==> images/clocks.png <==
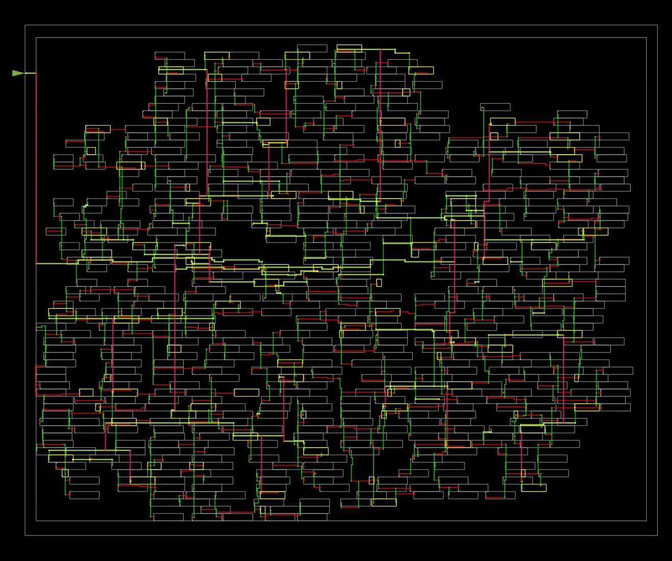
==> images/wires.png <==
Scale: 1 px per µm.
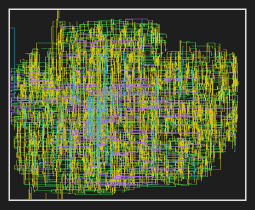
==> images/layer_met3.png <==
Scale: 2 px per µm.
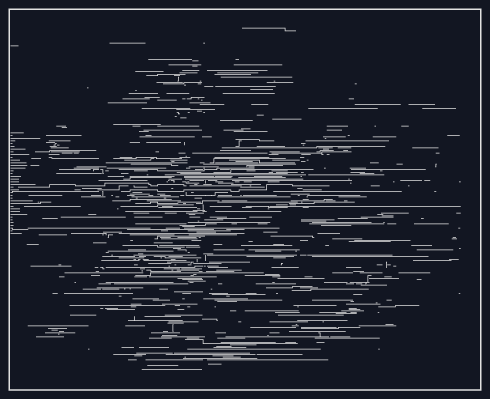
### src/rtl/img_line_buf.sv
// Streaming line buffer: keeps the last K-1 image rows and emits one vertically
// aligned K-pixel column per accepted pixel once K-1 rows have been buffered.
module img_line_buf #(
    parameter int unsigned DATA_W = 8,
    parameter int unsigned IMG_W  = 32,
    parameter int unsigned IMG_H  = 32,
    parameter int unsigned K      = 3
) (
    input  logic                      sys_clk,
    input  logic                      rst,
    input  logic                      en,
    input  logic                      in_valid,
    output logic                      in_ready,
    input  logic [DATA_W-1:0]         in_data,
    output logic                      out_valid,
    input  logic                      out_ready,
    output logic [K*DATA_W-1:0]       out_data,
    output logic [$clog2(IMG_H)-1:0]  out_row,
    output logic [$clog2(IMG_W)-1:0]  out_col,
    output logic                      frame_done
);

    localparam int unsigned ROW_W = $clog2(IMG_H);
    localparam int unsigned COL_W = $clog2(IMG_W);

    typedef enum logic [0:0] {StFill, StStream} state_e;

    state_e             r_state, w_state_nxt;
    logic [ROW_W-1:0]   r_row, w_row_nxt;
    logic [COL_W-1:0]   r_col, w_col_nxt;

    logic [DATA_W-1:0]  r_line [K-1][IMG_W];

    logic               r_out_valid;
    logic [K*DATA_W-1:0] r_out_data;
    logic [ROW_W-1:0]   r_out_row;
    logic [COL_W-1:0]   r_out_col;
    logic               r_frame_done;

    logic               w_accept;
    logic               w_emit;
    logic               w_last_col;
    logic               w_last_row;
    logic [K*DATA_W-1:0] w_column;

    // Reset gates readiness so no pixel is taken while the block is held in reset.
    assign in_ready   = rst & en & (~r_out_valid | out_ready);
    assign w_accept   = in_valid & in_ready;
    assign w_last_col = (r_col == COL_W'(IMG_W - 1));
    assign w_last_row = (r_row == ROW_W'(IMG_H - 1));
    assign w_emit     = w_accept & (r_state == StStream);

    always_comb begin
        w_state_nxt = r_state;
        w_row_nxt   = r_row;
        w_col_nxt   = r_col;
        if (w_accept) begin
            if (w_last_col) begin
                w_col_nxt = '0;
                w_row_nxt = w_last_row ? '0 : r_row + 1'b1;
            end else begin
                w_col_nxt = r_col + 1'b1;
            end
            unique case (r_state)
                StFill: begin
                    if (w_last_col && (r_row == ROW_W'(K - 2))) begin
                        w_state_nxt = StStream;
                    end
                end
                StStream: begin
                    if (w_last_col && w_last_row) begin
                        w_state_nxt = StFill;
                    end
                end
                default: w_state_nxt = StFill;
            endcase
        end
    end

    always_ff @(posedge sys_clk) begin
        if (!rst) begin
            r_state <= StFill;
            r_row   <= '0;
            r_col   <= '0;
        end else begin
            r_state <= w_state_nxt;
            r_row   <= w_row_nxt;
            r_col   <= w_col_nxt;
        end
    end

    // Line memories are intentionally not reset; FILL rewrites them before use.
    always_ff @(posedge sys_clk) begin
        if (w_accept) begin
            r_line[0][r_col] <= in_data;
            for (int j = 1; j < K - 1; j++) begin
                r_line[j][r_col] <= r_line[j-1][r_col];
            end
        end
    end

    // Slice K-1 is the incoming pixel, slice 0 the oldest buffered row.
    always_comb begin
        w_column = '0;
        w_column[(K-1)*DATA_W +: DATA_W] = in_data;
        for (int i = 0; i < K - 1; i++) begin
            w_column[i*DATA_W +: DATA_W] = r_line[K-2-i][r_col];
        end
    end

    always_ff @(posedge sys_clk) begin
        if (!rst) begin
            r_out_valid  <= 1'b0;
            r_out_data   <= '0;
            r_out_row    <= '0;
            r_out_col    <= '0;
            r_frame_done <= 1'b0;
        end else if (en) begin
            r_frame_done <= 1'b0;
            if (w_accept) begin
                r_out_data   <= w_column;
                r_out_row    <= r_row;
                r_out_col    <= r_col;
                r_out_valid  <= w_emit;
                r_frame_done <= w_emit & w_last_row & w_last_col;
            end else if (r_out_valid && out_ready) begin
                r_out_valid <= 1'b0;
            end
        end else begin
            r_frame_done <= 1'b0;
        end
    end

    assign out_valid  = r_out_valid;
    assign out_data   = r_out_data;
    assign out_row    = r_out_row;
    assign out_col    = r_out_col;
    assign frame_done = r_frame_done;

endmodule

### config.mk
export PLATFORM = sky130hd
export DESIGN_NAME = img_line_buf
export DESIGN_NICKNAME = d
export VERILOG_FILES = /design/src/rtl/img_line_buf.sv
export SDC_FILE = /design/constraint.sdc
export NUM_CORES = 1
export LEC_CHECK = 0
export ABC_AREA = 1
export CAP_MARGIN = 20
export CORE_ASPECT_RATIO = 0.8
export CORE_MARGIN = 4
export CORE_UTILIZATION = 59
export DETAILED_ROUTE_END_ITERATION = 10
export PLACE_DENSITY = 0.84
export SKIP_LAST_GASP = 1
export SLEW_MARGIN = 20
export SYNTH_ARGS = -nofsm -noshare
export SYNTH_HDL_FRONTEND = slang
export SYNTH_SLANG_ARGS = --single-unit
### constraint.sdc
create_clock -name sys_clk -period 3.05 [get_ports sys_clk]
set_input_delay 0.915 -clock sys_clk [delete_from_list [all_inputs] [get_ports sys_clk]]
set_output_delay 0.915 -clock sys_clk [all_outputs]
set_load 0.005 [all_outputs]
==> flow_summary.toml <==
# synthesis and place-and-route metrics
[cells_and_area]
areaGrowthSynthToFinish_pct = 13.9
layout-drive-gt1-share_pct = 7.83
final_area_mm2 = 0.0277

[worst_setup_path]
cpPeakStageDelay_ns = 0.67
r2r-end = "r_row[0]$_SDFFE_PN0P_"

[timing]
drv_slew = 0
tightest_slew_ns = 0.912
clock.fmax_mhz = 353
relSlewSlack_pct = 39.1

[routing]
drc = 0
drt_pass1_iterations = 6
met3WireLength_um = 7950
met1Wirelength_um = 23300
avgViaCountPerCell = 5.53

[global_routing]
grt_max_degree = 70
grt_pass1_wl_um = 95200

[logic_synthesis]
edf_count = 512
ys_async_sr_fraction_pct = 0
synth_stat.cells = 2488
ys.flop_type = "edfxtp_1"
area_leaders = "edfxtp_1, nand2_1, inv_1, nand3_1, dfxtp_1"

[power]
power.internal_w = 0.0127
p_leak_nw = 12.3
report.power.total_w = 0.0163
p_clk_share_pct = 41.2

[run_status]
outcome = "finished clean"

[place]
io_buffers = 49

[floorplanning]
dieWidth_um = 235

[clock_network]
clk_latency_ns = 0.59
Notes on clocks.png above:
Sinks on Clock Net: 559
CTS buffer count: 53
clock-net power: 0.00671 W
Max Clock Skew: 0.0150 ns
clk_buf instances: 75

Notes on wires.png above:
Key: metal 1 = green [wire length 23.3 mm]; metal 4 = cyan [wire length 2,870 µm]; metal 3 = purple [wire length 7,950 µm]; metal 2 = yellow [wire length 28.3 mm]

Notes on layer_met3.png above:
The longest straight run is 95.2 µm. The layer carries 7,950 µm of wire. The layer holds 13% of the routed length. The wires run mostly horizontal. 352 nets have wire on it.

how the worst max path moves through the flow:
stage,startpoint,cells after the start,to
final,r_col[0]$_SDFFE_PN0P_,10,r_row[0]$_SDFFE_PN0P_
after global routing,r_col[0]$_SDFFE_PN0P_,10,r_row[1]$_SDFFE_PN0P_
after global placement,rst,4,in_ready
after floorplan,rst,5,r_line[0][104]$_DFFE_PP_
after CTS,rst,4,in_ready
after detailed placement,rst,4,in_ready
flip-flops by register name, indices dropped and copies added (netlist names):
name / flops
frame_done: 1
out_valid: 1
out_col: 5
r_col: 5
r_line: 512
r_state: 1
out_row: 5
out_data: 24
r_row: 5
metrics by stage:
step	worst slack (ns)	hold slack [ns]	util [%]	setup TNS [ns]	std cells
after floorplan	0.384	0.451	-	0	2488
after global placement	-0.0520	0.454	63.6	-0.0520	3077
after detailed placement	-0.0225	0.468	63.6	-0.0225	3077
after CTS	0.260	0.480	68.0	0	3174
after global routing	0.124	0.493	68.0	0	3174
final	0.216	0.484	68.0	0	3174
layout by cell type (no fill, tap or decap):
cell	count
nand2_1	935
edfxtp_1	512
inv_1	470
nand3_1	284
buf_4	81
nor2_1	77
clkbuf_16	58
clkdlybuf4s50_1	48
dfxtp_1	45
buf_12	22
o21ai_0	12
nor2_2	10
a21oi_1	10
clkinv_2	10
ha_1	9
clkbuf_1	9
clkbuf_8	8
nor3_1	7
inv_6	3
inv_4	3
bufinv_16	3
clkinvlp_4	3
inv_2	2
a211oi_1	2
clkinv_1	2
dfxtp_4	2
nor3_4	1
nand4_1	1
dlygate4sd2_1	1
logic make-up after synthesis:
kind of cell	after synthesis	synth area share [%]
buffers and inverters	581	10.0
AND-OR/OR-AND	24	0.514
AND/OR/NAND/NOR	1315	21.9
flip-flops	559	67.1
adder cells (fa/ha/maj)	9	0.463
per-layer routing:
layer / global-route usage (%) / vias up
met2: 43.4 / 1229
met4: 12.5 / 0
met1: 36.9 / 8159
met3: 6.46 / 184
li1: - / 7991
met5: 0 / -
tightest hold or removal path, stage by stage, from the launching register on:
cell	delay [ns]
dfxtp_1	0.32
nand3_1	0.08
nand2_1	0.05
layout make-up:
cell class                      count  area [µm²]  area share (%)
Inverter                          474        1790            6.45
Tap cell                          544         681            2.46
Clock inverter                     22         200           0.723
Multi-Input combinational cell   1348        5580            20.1
Sequential cell                   559       16300            58.9
Clock buffer                       75        1600            5.76
Timing Repair Buffer              152        1540            5.55
power groups by stage:
stage / sequential, W / combinational (W) / clock, W
2_1_floorplan: 0.00866 / 0.000531 / 0
3_3_place_gp: 0.00867 / 0.000975 / 0
3_5_place_dp: 0.00867 / 0.00101 / 0
4_1_cts: 0.00850 / 0.00103 / 0.00675
5_1_grt: 0.00850 / 0.00112 / 0.00709
6_report: 0.00851 / 0.00105 / 0.00671
timing repair:
action	4_1_cts	5_1_grt
buffers inserted	0	0
endpoints found under the hold margin	0	0
resized	2	0
endpoints found under the setup margin	1	0
Power figures rest on the tool's default switching activity, not on a simulated workload.
